### config.mk
export PLATFORM = sky130hd
export DESIGN_NAME = floor_to_int
export DESIGN_NICKNAME = d
export VERILOG_FILES = /design/src/rtl/floor_to_int.sv
export SDC_FILE = /design/constraint.sdc
export NUM_CORES = 1
export LEC_CHECK = 0
export CORE_AREA = 2 2 111 113
export CTS_CLUSTER_DIAMETER = 50
export DETAILED_ROUTE_END_ITERATION = 8
export DIE_AREA = 0 0 113 115
export GPL_ROUTABILITY_DRIVEN = 0
export PLACE_DENSITY = 0.77
export SETUP_SLACK_MARGIN = 0.15
export SYNTH_ARGS = -nofsm -noshare
export SYNTH_HDL_FRONTEND = slang
export SYNTH_SLANG_ARGS = --single-unit
### constraint.sdc
create_clock -name clk -period 2.2 [get_ports clk]
set_clock_uncertainty 0.1 [all_clocks]
set_input_delay 0.44 -clock clk [delete_from_list [all_inputs] [get_ports clk]]
set_output_delay 0.44 -clock clk [all_outputs]
set_load 0.005 [all_outputs]
### src/rtl/floor_to_int.sv
// FP32 -> signed int32 converter for the floor+ftoi path: truncates toward zero and saturates
// out-of-range, infinite and NaN operands with an overflow flag. Two register stages plus a global stall.
module floor_to_int #(
    parameter logic [31:0] NAN_RESULT = 32'h7FFF_FFFF
) (
    input  logic        clk,
    input  logic        reset,
    input  logic        in_valid,
    input  logic [31:0] op,
    input  logic        stall,
    output logic        out_valid,
    output logic [31:0] result,
    output logic        ovf
);

    localparam logic [7:0]  ExpBias    = 8'd127;
    localparam logic [7:0]  ExpMantTop = 8'd150;  // E == 23: mantissa already integral
    localparam logic [7:0]  ExpMaxShl  = 8'd157;  // E == 30
    localparam logic [7:0]  ExpIntMin  = 8'd158;  // E == 31
    localparam logic [31:0] IntMin     = 32'h8000_0000;
    localparam logic [31:0] IntMax     = 32'h7FFF_FFFF;

    // Operand fields
    logic        op_sig;
    logic [7:0]  op_exp;
    logic [22:0] op_fra;
    logic [31:0] op_mant;
    logic [4:0]  shr_amt;
    logic [2:0]  shl_amt;

    // Stage 1 next-state and registers
    logic        s1_valid_q;
    logic        s1_sig_q;
    logic [31:0] s1_mag_d, s1_mag_q;
    logic        s1_sat_d, s1_sat_q;
    logic        s1_nan_d, s1_nan_q;

    // Stage 2 next-state
    logic [31:0] result_d;
    logic        ovf_d;

    always_comb begin
        op_sig   = op[31];
        op_exp   = op[30:23];
        op_fra   = op[22:0];
        op_mant  = {8'b0, 1'b1, op_fra};
        shr_amt  = 5'(ExpMantTop - op_exp);
        shl_amt  = 3'(op_exp - ExpMantTop);
        s1_mag_d = '0;
        s1_sat_d = 1'b0;
        s1_nan_d = 1'b0;

        if (op_exp == 8'hFF) begin
            s1_sat_d = 1'b1;
            s1_nan_d = (op_fra != '0);
        end else if (op_exp < ExpBias) begin
            // |x| < 1, including zero and denormals
            s1_mag_d = '0;
        end else if (op_exp <= ExpMantTop) begin
            s1_mag_d = op_mant >> shr_amt;
        end else if (op_exp <= ExpMaxShl) begin
            s1_mag_d = op_mant << shl_amt;
        end else if (op_exp == ExpIntMin) begin
            // Only exactly -2^31 is representable at this exponent
            if (op_sig && (op_fra == '0)) begin
                s1_mag_d = IntMin;
            end else begin
                s1_sat_d = 1'b1;
            end
        end else begin
            s1_sat_d = 1'b1;
        end
    end

    always_comb begin
        result_d = '0;
        ovf_d    = 1'b0;
        if (s1_nan_q) begin
            result_d = NAN_RESULT;
            ovf_d    = 1'b1;
        end else if (s1_sat_q) begin
            result_d = s1_sig_q ? IntMin : IntMax;
            ovf_d    = 1'b1;
        end else begin
            // -2^31 magnitude negates onto itself, which is the correct result
            result_d = s1_sig_q ? (~s1_mag_q + 32'd1) : s1_mag_q;
        end
    end

    always_ff @(posedge clk or posedge reset) begin
        if (reset) begin
            s1_valid_q <= 1'b0;
            s1_sig_q   <= 1'b0;
            s1_mag_q   <= '0;
            s1_sat_q   <= 1'b0;
            s1_nan_q   <= 1'b0;
        end else if (!stall) begin
            s1_valid_q <= in_valid;
            s1_sig_q   <= op_sig;
            s1_mag_q   <= s1_mag_d;
            s1_sat_q   <= s1_sat_d;
            s1_nan_q   <= s1_nan_d;
        end
    end

    always_ff @(posedge clk or posedge reset) begin
        if (reset) begin
            out_valid <= 1'b0;
            result    <= '0;
            ovf       <= 1'b0;
        end else if (!stall) begin
            out_valid <= s1_valid_q;
            result    <= result_d;
            ovf       <= ovf_d;
        end
    end

endmodule

==> run_1/met3.png <==
Bar = 20 um.
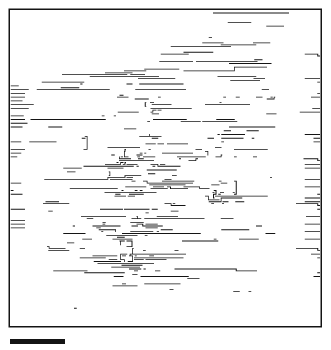
The layer carries 1800 um of wire. The longest straight run is 28.3 um.

==> run_1/gate_families.png <==
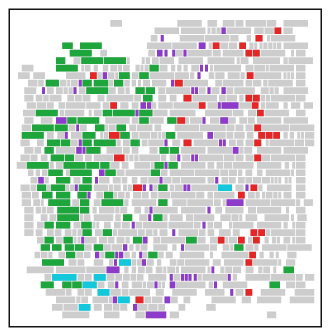
NAND gates: drawn in purple, cells 87. AND-OR and OR-AND gates: drawn in red, cells 38. adder and majority cells: drawn in cyan, cells 8. multiplexers: drawn in green, cells 98.
most common cell after layout, fill and taps aside: buf_4
post-route insts no fill: 1022

==> run_1/clock_map.png <==
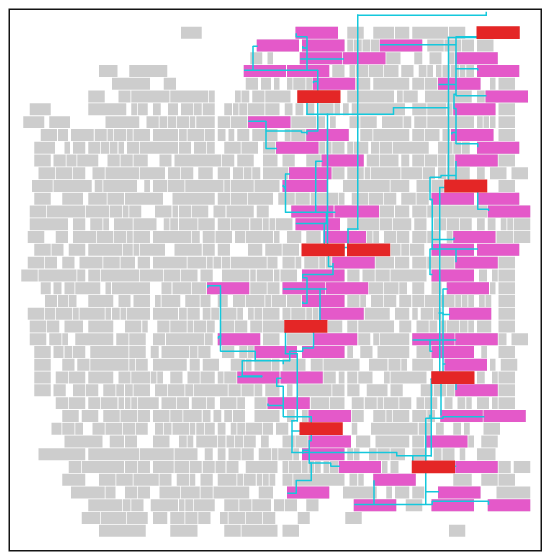
clock wires: drawn in cyan, length 889 um. cells driving clock nets: drawn in red, count 9. flip-flops: drawn in magenta, count 70.
There are 10 routed clock nets.
clk_lat worst skew: 0.35 ns
P_clk: 1.46 mW
Clk pwr share: 0.251

run 1: worst paths after layout:
path | from | to
hold / removal | result[31] | result[31]
hold reg to reg | result[31] | result[31]
setup reg to reg | s1_mag_q[13] | result[25]
min in group asynchronous | reset | out_valid
max in group asynchronous | reset | s1_mag_q[16]
setup / recovery | s1_mag_q[13] | result[25]
run 1: state kept, by name, summed over array words and instances (netlist names):
signal	count
s1_sat_q	1
result	32
s1_nan_q	1
out_valid	1
s1_mag_q	32
s1_sig_q	1
ovf	1
s1_valid_q	1
run 1: power breakdown:
part	switching, mW	internal [mW]
Sequential	0.126	1.45
Clock	0.529	0.932
Combinational	1.42	1.37
Total	2.07	3.74
run 1: through the flow:
step	cells	utilization	hold WS, ns	setup TNS [ns]
final	1022	0.776	0.384	-0.201
after floorplan	683	-	0.365	-3.92
after global placement	979	0.664	0.367	-19.46
after global routing	1022	0.776	0.406	-1.23
after detailed placement	979	0.664	0.370	-21.66
after CTS	1001	0.712	0.384	0
run 1: worst min-delay path, delay by kind of cell (launching register included):
family | cells | cell delay (ns)
AND/OR/NAND/NOR | 2 | 0.11
flip-flops | 1 | 0.35
run 1: routing by layer:
metal,vias to the layer above,track usage,wire (um)
met1,3153,0.352,8150
met5,-,0,0
li1,2906,-,-
met2,461,0.493,10700
met3,114,0.0322,1800
met4,0,0.158,1370
run 1: cells by family (layout without fill, tap and decap cells):
| group | after synthesis | in the layout | share of synthesized area |
|---|---|---|---|
| AND-OR/OR-AND | 209 | 209 | 0.237 |
| AND/OR/NAND/NOR | 169 | 169 | 0.139 |
| multiplexers | 98 | 98 | 0.194 |
| buffers and inverters | 94 | 286 | 0.0673 |
| flip-flops | 70 | 70 | 0.290 |
| XOR/XNOR | 35 | 35 | 0.0563 |
| adder cells (fa/ha/maj) | 8 | 8 | 0.0166 |
==> impl_metrics.ini, run 1 <==
; synthesis and place-and-route metrics
[sta]
setup_violations = 6
period_used_share = 1.03
rsz0062_at_grt = yes
fmax_mhz = 442
max_slew_margin = 0.646
setup_slack_ns = -0.0604

[floorplanning]
die.size.x_um = 113
nWellTaps = 147
die_h_um = 115
dieArea_sq_um = 13000
core_sq_um = 11800

[clock_tree]
cts.path.max_buffers = 2
cts-root-buf = clkbuf_16
cts_buffers = 9
cts_tree = yes
clk_pin_slew_ns = 0.05
cts_hold_buf = 0

[setup_path]
crit_path_end_kind = flip-flop
crit_family = simple AND/OR/NAND/NOR gates
cp_max_fo = 6
cpMaxStageDelayCell = dfrtp_1
reg2regPathDepth = 7

[flow_run]
drv_cap = 0

[run_status]
violations = DRC, setup timing
status = finished, violations left

[finish]
drive_gt1_frac = 0.368
design_area_sq_um = 9170
seq_area_frac = 0.192
comb_area_sq_um = 4630
clkCellAreaFrac = 0.0329
areaGrowthSynthToFinish_pct = 51.7

[grt]
grt_max_degree = 71
grt_pass1_vias = 6068

[drt]
drc_errors = 4
routed_wl_mm = 22.0

[power]
fin_total_pwr_mw = 5.82

[synth]
synthCells = 683

[placed_design]
io_buffer_count = 69
dp_slack_ns = -0.854
==> run 2: changes to the inputs <==
Settings changed: CORE_AREA 2 2 111 113 to 2 2 106 108, DIE_AREA 0 0 113 115 to 0 0 108 110, PLACE_DENSITY 0.77 to 0.8.
Clock period 2.2 ns to 2.29 ns, I/O delays scaled along.
==> run_2/final_congestion.png <==
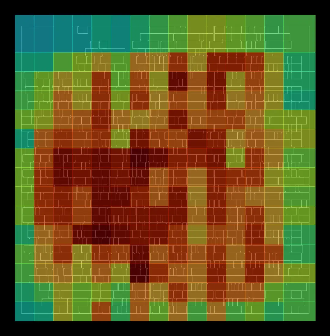
met1 Track Usage GR: 0.388
Top Usage Layer GRT: met2
Layout Utilization: 0.815
met2 Use GR: 0.518

==> run 2 against run 1 <==
  * The run ends with setup timing left
  * Sequential cell count unchanged
  * Power fell by 15%
  * Worst setup slack better by 0.050 ns
  * Combinational power is 9.0% lower
  * Clock power shrank 39%
  * Synthesized area unchanged
  * Worst hold slack better by 0.018 ns
  * Critical path type unchanged
  * Highest routed layer unchanged
==> impl_metrics.ini, run 2 <==
; synthesis and place-and-route metrics
[finish]
fillers = 595
design_area_sq_um = 8710
drive_gt1_frac = 0.342
final_cells = 1006
areaGrowthSynthToFinish_pct = 44.2
layout.cells.most_common = buf_4
reg_top3 = result: 32 flops, s1_mag_q: 32 flops

[grt]
grt_max_degree = 71
grt_pass1_vias = 5989

[drt]
drc_errors = 0
routed_wl_mm = 21.7

[synth]
ys_sh_simple = 0.139
synthCells = 683
yosys.area_share.xor_xnor = 0.0563
ys_ff = 70
adder_share = 0.0166
ys_sh_mux = 0.194
syn_nets = 727
ys_cells = 683
ys_top_logic_family = AND-OR/OR-AND gates

[clock_tree]
cts_buffers = 9
clock_latency_ns = 0.36
cts.path.max_buffers = 2
cts_hold_buf = 0
cts-root-buf = clkbuf_8
cts_tree = yes
clk_pin_slew_ns = 0.07

[floorplanning]
core_sq_um = 10700
dieArea_sq_um = 11900
die_h_um = 110

[sta]
rsz0062_at_grt = yes
min_period_ns = 2.30
fin_setup_tns_ns = -0.0108
period_used_share = 1.00
setup_violations = 1
setup_slack_ns = -0.0108
fmax_mhz = 435
max_slew_margin = 0.638

[run_status]
violations = setup timing
status = finished, violations left

[power]
fin_total_pwr_mw = 4.93
ir_drop_mv = 0.394

[setup_path]
reg2regPathDepth = 7
path_buffers = 1
crit_path_end_kind = flip-flop
cp_max_fo = 6

[worst_hold_path]
min_path_type = flip-flop to flip-flop

[flow_run]
drv_cap = 0
run 2: final cells by class:
type,instances,area [sq um],area share
multi-input combinational,519,4440,0.509
timing repair buffer,221,1980,0.227
sequential,70,1770,0.203
inverter,41,186,0.0214
tap,140,175,0.0201
clock buffer,14,163,0.0187
clock inverter,1,5.00,0.000574
run 2: stage by stage:
stage	worst slack [ns]	hold WS [ns]
final	-0.0108	0.402
after global routing	-0.0386	0.419
after CTS	0.135	0.379
after detailed placement	-0.772	0.362
after global placement	-0.683	0.362
after floorplan	-0.297	0.365
run 2: routing by layer:
layer,GRT usage,wire (um),vias to the layer above
met5,0,0,-
met4,0.188,1470,0
met3,0.0459,1770,149
met2,0.518,10400,476
met1,0.388,8070,3163
li1,-,-,2884
run 2: path summary, 6_finish.rpt:
kind                       slack [ns]           end         from
setup / recovery                -0.01    result[27]  s1_mag_q[9]
min in group asynchronous        0.45    s1_valid_q        reset
max in group asynchronous        1.33  s1_mag_q[18]        reset
setup reg to reg                -0.01    result[27]  s1_mag_q[9]
hold reg to reg                  0.40    result[31]   result[31]
hold / removal                   0.40    result[31]   result[31]
run 2: report_power, final:
group          internal (mW)  switching (mW)  leakage, nW
Clock                  0.446           0.439       0.0865
Sequential              1.39           0.126        0.866
Combinational           1.23            1.29         2.92
Total                   3.07            1.86         3.87
run 2: worst register-to-register path: stages (launching register included):
cell and delay, ns:
dfrtp_2 0.43, nor4_4 0.32, nand4b_1 0.23, buf_6 0.21, o41ai_2 0.44, xor2_1 0.15, o21a_1 0.20, a21oi_1 0.14
run 2: timing repair:
item / in CTS / in global routing
setup endpoints to repair: 42 / 47
hold endpoints to repair: 0 / 0
pin swaps: 4 / 24
gates resized: 32 / 99
setup buffers: 5 / 24
cloned: 0 / 1
==> run 3: changes to the inputs <==
Clock period 2.29 ns to 2.2 ns, I/O delays scaled along.
==> run_3/gate_families.png <==
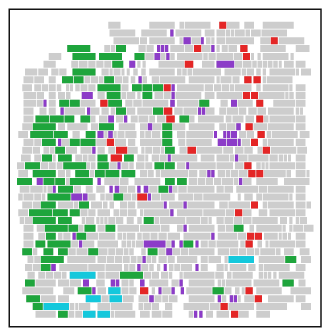
AND-OR and OR-AND gates: drawn in red, cells 38. multiplexers: drawn in green, cells 98. adder and majority cells: drawn in cyan, cells 8. NAND gates: drawn in purple, cells 87.

==> run 3 against run 2 <==
  * Non-clock buffer count increased by 8
  * First-iteration DRC count increased by 19%
  * Critical endpoint is now result[22]
  * Critical path type unchanged
  * The flow still finishes with violations (setup timing)
  * Die size unchanged
  * Synthesized cell count unchanged
==> impl_metrics.ini, run 3 <==
; synthesis and place-and-route metrics
[run_status]
status = finished, violations left
violations = setup timing

[finish]
final_core_util = 0.837
n_sequential_cell = 70
seq_area_frac = 0.197
logic_gates = 519
layout.cells.most_common = buf_4
buffers_excl_clock = 229
top_area_cell_class = multi-input combinational cells

[floorplanning]
die_h_um = 110
die.size.x_um = 108

[sta]
min_period_ns = 2.27
fmax_mhz = 441
setup_slack_ns = -0.0666
rsz0062_at_grt = yes
fin_setup_tns_ns = -0.221
setup_violations = 6

[worst_hold_path]
min_path_type = flip-flop to flip-flop

[power]
fin_total_pwr_mw = 5.56

[clock_tree]
cts_setup_buffers = 14
cts_tree = yes

[setup_path]
rrSetupSlack_ns = -0.07
crit_family = AND-OR/OR-AND gates

[placed_design]
io_buffer_count = 69
==> run 3: netlist changes by cell type in the layout (fill, tap and decap cells not counted), moves of 3 or more <==
cell / before / now
bufinv_16: 0 / 3
o21ai_0: 25 / 22
buf_6: 12 / 16
dfrtp_1: 59 / 63
nand2_1: 65 / 60
mux2i_4: 6 / 3
dfrtp_2: 11 / 7
buf_8: 0 / 3
clkbuf_1: 3 / 0
nand2_2: 1 / 4
mux2i_2: 8 / 13
==> run 3: logic make-up (layout without fill, tap and decap cells) <==
logic type,after synthesis,count (layout),synth area share
AND-OR/OR-AND,209,209,0.237
XOR/XNOR,35,35,0.0563
adder cells (fa/ha/maj),8,8,0.0166
buffers and inverters,94,286,0.0673
flip-flops,70,70,0.290
multiplexers,98,98,0.194
AND/OR/NAND/NOR,169,169,0.139
==> run 3: final timing paths <==
path,start,to,depth (start not counted)
max,s1_mag_q[8],result[22],7
max in group asynchronous,reset,s1_mag_q[15],3
min reg2reg,result[31],result[31],2
max reg2reg,s1_mag_q[8],result[22],7
min in group asynchronous,reset,s1_mag_q[0],3
min,result[31],result[31],2
==> run 3: through the flow <==
stage               hold WS, ns  cell area [sq um]
finish                    0.376               8950
CTS                       0.380               8410
global placement          0.361               7830
global route              0.418               8950
detailed placement        0.363               7830
floorplan                 0.365               6210
==> run 3: report_power, final <==
group / total [mW] / internal [mW] / switching [mW]
combinational: 2.71 / 1.31 / 1.40
clock: 1.28 / 0.781 / 0.496
sequential: 1.57 / 1.44 / 0.126
==> run 3: routing by layer <==
layer,wire length (um),part of all wire,global-route usage,vias to the layer above
met5,0,0,0,-
met4,1710,0.074,0.177,0
met3,2270,0.098,0.0500,177
met2,11000,0.48,0.561,593
met1,8140,0.35,0.378,3243
li1,-,-,-,2892
No activity file was given, so power comes from the tool's default toggle rates.
